**src/rtl/dma_axi_pkg.sv**
```systemverilog
// Shared AXI read-engine definitions: response/burst encodings, 4 KB page size,
// read FSM states and the burst sizing helper.
package dma_axi_pkg;

  localparam logic [1:0] RESP_OKAY    = 2'b00;
  localparam logic [1:0] BURST_INCR   = 2'b01;
  localparam int         AXI_4K_BYTES = 4096;

  typedef enum logic [2:0] {
    RD_IDLE,
    RD_CALC,
    RD_ADDR,
    RD_DATA,
    RD_DONE
  } rd_state_t;

  // Beats for the next burst: limited by what is left, the burst cap, and the
  // distance to the next 4 KB page. addr_lo is beat-aligned, so the page term is >= 1.
  function automatic logic [31:0] calc_burst_beats(input logic [31:0] remaining,
                                                   input logic [11:0] addr_lo,
                                                   input logic [31:0] max_burst,
                                                   input logic [31:0] bytes_log2);
    logic [31:0] to_4k;
    logic [31:0] b;
    to_4k = (32'(AXI_4K_BYTES) - {20'd0, addr_lo}) >> bytes_log2;
    b = remaining;
    if (b > max_burst) b = max_burst;
    if (b > to_4k) b = to_4k;
    return b;
  endfunction

endpackage

```
**src/rtl/axi_burst_read_master.sv**
```systemverilog
// DMA read engine: splits a len-beat block into INCR bursts (capped, 4 KB safe),
// one outstanding at a time, and pushes every R beat into the DMA data FIFO.
module axi_burst_read_master
  import dma_axi_pkg::*;
#(
  parameter int ADDR_W    = 32,
  parameter int DATA_W    = 32,
  parameter int LEN_W     = 16,
  parameter int MAX_BURST = 16
) (
  input  logic              clk,
  input  logic              rst,
  input  logic              start,
  input  logic [ADDR_W-1:0] addr,
  input  logic [LEN_W-1:0]  len,
  output logic              busy,
  output logic              done,
  output logic              err,
  output logic [ADDR_W-1:0] m_axi_araddr,
  output logic [7:0]        m_axi_arlen,
  output logic [2:0]        m_axi_arsize,
  output logic [1:0]        m_axi_arburst,
  output logic              m_axi_arvalid,
  input  logic              m_axi_arready,
  input  logic [DATA_W-1:0] m_axi_rdata,
  input  logic [1:0]        m_axi_rresp,
  input  logic              m_axi_rlast,
  input  logic              m_axi_rvalid,
  output logic              m_axi_rready,
  output logic [DATA_W-1:0] fifo_wdata,
  output logic              fifo_wen,
  input  logic              fifo_full
);

  localparam int                BYTES_LOG2 = $clog2(DATA_W / 8);
  localparam logic [ADDR_W-1:0] ALIGN_MASK = ~ADDR_W'((DATA_W / 8) - 1);

  rd_state_t         state, state_nxt;
  logic [ADDR_W-1:0] cur_addr;
  logic [LEN_W-1:0]  remaining;
  logic [LEN_W-1:0]  burst_cnt;
  logic [8:0]        beats;
  logic              err_sticky;
  logic              beat;
  logic              last_of_burst;
  logic              beat_err;
  logic [8:0]        calc_beats;

  assign m_axi_arsize  = 3'(BYTES_LOG2);
  assign m_axi_arburst = BURST_INCR;
  assign m_axi_rready  = (state == RD_DATA) && !fifo_full;
  assign beat          = m_axi_rvalid && m_axi_rready;
  assign fifo_wen      = beat;
  assign fifo_wdata    = m_axi_rdata;
  assign last_of_burst = (burst_cnt == LEN_W'(1));
  assign beat_err      = (m_axi_rresp != RESP_OKAY) || (m_axi_rlast != last_of_burst);
  assign calc_beats    = 9'(calc_burst_beats(32'(remaining), cur_addr[11:0],
                                             32'(MAX_BURST), 32'(BYTES_LOG2)));

  always_ff @(posedge clk or posedge rst) begin
    if (rst) state <= RD_IDLE;
    else     state <= state_nxt;
  end

  always_comb begin
    state_nxt = state;
    unique case (state)
      RD_IDLE: if (start && (len != '0)) state_nxt = RD_CALC;
      RD_CALC: state_nxt = RD_ADDR;
      RD_ADDR: if (m_axi_arready) state_nxt = RD_DATA;
      RD_DATA: if (beat && last_of_burst)
                 state_nxt = (remaining == LEN_W'(1)) ? RD_DONE : RD_CALC;
      RD_DONE: state_nxt = RD_IDLE;
      default: state_nxt = RD_IDLE;
    endcase
  end

  always_ff @(posedge clk or posedge rst) begin
    if (rst) begin
      busy          <= 1'b0;
      done          <= 1'b0;
      err           <= 1'b0;
      err_sticky    <= 1'b0;
      cur_addr      <= '0;
      remaining     <= '0;
      burst_cnt     <= '0;
      beats         <= '0;
      m_axi_araddr  <= '0;
      m_axi_arlen   <= '0;
      m_axi_arvalid <= 1'b0;
    end else begin
      done <= 1'b0;
      err  <= 1'b0;
      unique case (state)
        RD_IDLE: if (start) begin
          if (len == '0) begin
            done <= 1'b1;
          end else begin
            cur_addr   <= addr & ALIGN_MASK;
            remaining  <= len;
            busy       <= 1'b1;
            err_sticky <= 1'b0;
          end
        end
        RD_CALC: begin
          beats         <= calc_beats;
          burst_cnt     <= LEN_W'(calc_beats);
          m_axi_araddr  <= cur_addr;
          m_axi_arlen   <= 8'(calc_beats - 9'd1);
          m_axi_arvalid <= 1'b1;
        end
        RD_ADDR: if (m_axi_arready) m_axi_arvalid <= 1'b0;
        RD_DATA: if (beat) begin
          burst_cnt <= burst_cnt - LEN_W'(1);
          remaining <= remaining - LEN_W'(1);
          if (beat_err) err_sticky <= 1'b1;
          if (last_of_burst) begin
            cur_addr <= cur_addr + (ADDR_W'(beats) << BYTES_LOG2);
            // Final beat of the block: fold this beat's status into the reported error.
            if (remaining == LEN_W'(1)) begin
              done <= 1'b1;
              err  <= err_sticky | beat_err;
            end
          end
        end
        RD_DONE: begin
          busy       <= 1'b0;
          err_sticky <= 1'b0;
        end
        default: ;
      endcase
    end
  end

endmodule

```
**config.mk**
```make
export PLATFORM = sky130hd
export DESIGN_NAME = axi_burst_read_master
export DESIGN_NICKNAME = d
export VERILOG_FILES = /design/src/rtl/dma_axi_pkg.sv /design/src/rtl/axi_burst_read_master.sv
export SDC_FILE = /design/constraint.sdc
export NUM_CORES = 1
export LEC_CHECK = 0
export CAP_MARGIN = 20
export CORE_ASPECT_RATIO = 0.5
export CORE_MARGIN = 2
export CORE_UTILIZATION = 51
export DETAILED_ROUTE_END_ITERATION = 6
export GPL_ROUTABILITY_DRIVEN = 0
export MAX_ROUTING_LAYER = met4
export PLACE_DENSITY = 0.8
export SLEW_MARGIN = 20
export SYNTH_ARGS = -nofsm -noshare
export SYNTH_HDL_FRONTEND = slang
export SYNTH_SLANG_ARGS = --single-unit
```
**constraint.sdc**
```tcl
create_clock -name clk -period 5.6 [get_ports clk]
set_clock_uncertainty 0.15 [all_clocks]
set_input_delay 1.12 -clock clk [delete_from_list [all_inputs] [get_ports clk]]
set_output_delay 1.12 -clock clk [all_outputs]
set_load 0.05 [all_outputs]
```
==> images/cell_classes.png <==
(3 px per um) Fill, decap, tap and diode cells in gray.
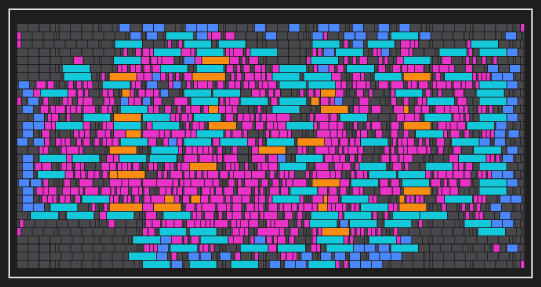
- magenta: all other logic (cells 686)
- cyan: flops (cells 117)
- blue: other buffers and delay cells (cells 108)
- orange: clock drivers and dummy loads (cells 31)

==> images/clock_map.png <==
(4 px per um)
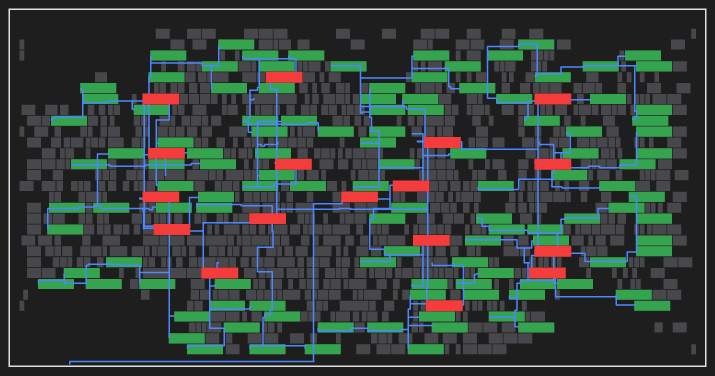
- blue: clock wires (length 1690 um)
- red: cells driving clock nets (count 17)
- green: flip-flops (count 117)
- routed clock nets: 18
- flops lie: spread over the die
Clk power: 0.00109 W
clk_lat worst skew: 420 ps
clock power share: 37.1%

==> results_slide.txt <==
Run Summary

Clocking
  – Inserted Clock Buffers: 17
  – Clock slew at reported path FFs: 60 ps
  – TritonCTS clock tree: done

Cells and area
  – Number of sequential cells: 117
  – Flop share of the area: 33.2%
  – Invs w/o clock: 24
  – # fillers: 1195
  – N_diodes: 0
  – Top class by area: logic gates
  – Most frequent cells in the layout: 148 x nand2_1, 117 x dfrtp_1, 98 x clkdlybuf4s50_1, 69 x o21ai_0, 61 x nor2_1
  – Top cell excl fill/tap: nand2_1

Final timing
  – Final TNS setup: 0 ps
  – Worst slew margin: 39.2%
  – Minimum clock period: 5010 ps
  – PnR worst setup slack: 593 ps
  – Final Hold Slack: 321 ps
  – Final period util: 89.4%

Power and ir drop
  – Sw power: 0.000986 W
  – Sequential group share of total power: 38.3%
  – Sw Share: 33.7%
  – Sequential cell power: 0.00112 W
  – Logic power comb: 0.000720 W

GRT
  – All-Layer GR Usage: 26.8%
  – Met3 Use GR: 4.90%
  – Busiest grt layer: met2
  – M2 GR Usage: 43.5%

Synth
  – Synth Area in Compound Gates: 20.4%
  – Post-Synthesis Cells: 872
  – Avg Inst Size Synth: 8.43 sq um
  – Area fraction in and, or, nand and nor cells: 23.5%
  – Yosys cell count: 872
  – Xor and xnor fraction of the mapped netlist area: 2.50%
  – Synth Warn #: 0

Routing
  – Antenna-violating nets left: 0
  – DR iter-0 viols: 564
  – Vias per Instance: 5.97

Outcome
  – Status: completed

Setup path
  – CP max stage delay: 560 ps
  – WP depth: 17
  – Reg2Reg Depth: 17
  – Setup slack, reg-to-reg: 590 ps
  – Slowest stage cell, crit path: or4_4
  – Crit path DAT: 5180 ps

Floorplanning
  – Chip area: 0.0154 sq mm
  – Die width: 174 um

Hold path
  – Hold path cells: 2

Run
  – Log Warnings: 31

Placed design
  – DP Area: 0.00823 sq mm
  – Half-perimeter wire length after placement: 13400 um
  – Port Buffers: 98
==> worst max-delay path by stage <==
| stage | startpoint | to | slack [ps] |
|---|---|---|---|
| after floorplan | rst | beats[0]$_DFFE_PP0P_ | 1230 |
| after global placement | cur_addr[2]$_DFFE_PP0P_ | m_axi_arlen[4]$_DFFE_PP0P_ | 810 |
| after detailed placement | remaining[14]$_DFFE_PP0P_ | m_axi_arlen[4]$_DFFE_PP0P_ | 700 |
| after CTS | remaining[14]$_DFFE_PP0P_ | m_axi_arlen[4]$_DFFE_PP0P_ | 660 |
| after global routing | cur_addr[2]$_DFFE_PP0P_ | m_axi_arlen[4]$_DFFE_PP0P_ | 90 |
| final | remaining[14]$_DFFE_PP0P_ | m_axi_arlen[4]$_DFFE_PP0P_ | 590 |
No activity file was given, so power comes from the tool's default toggle rates.
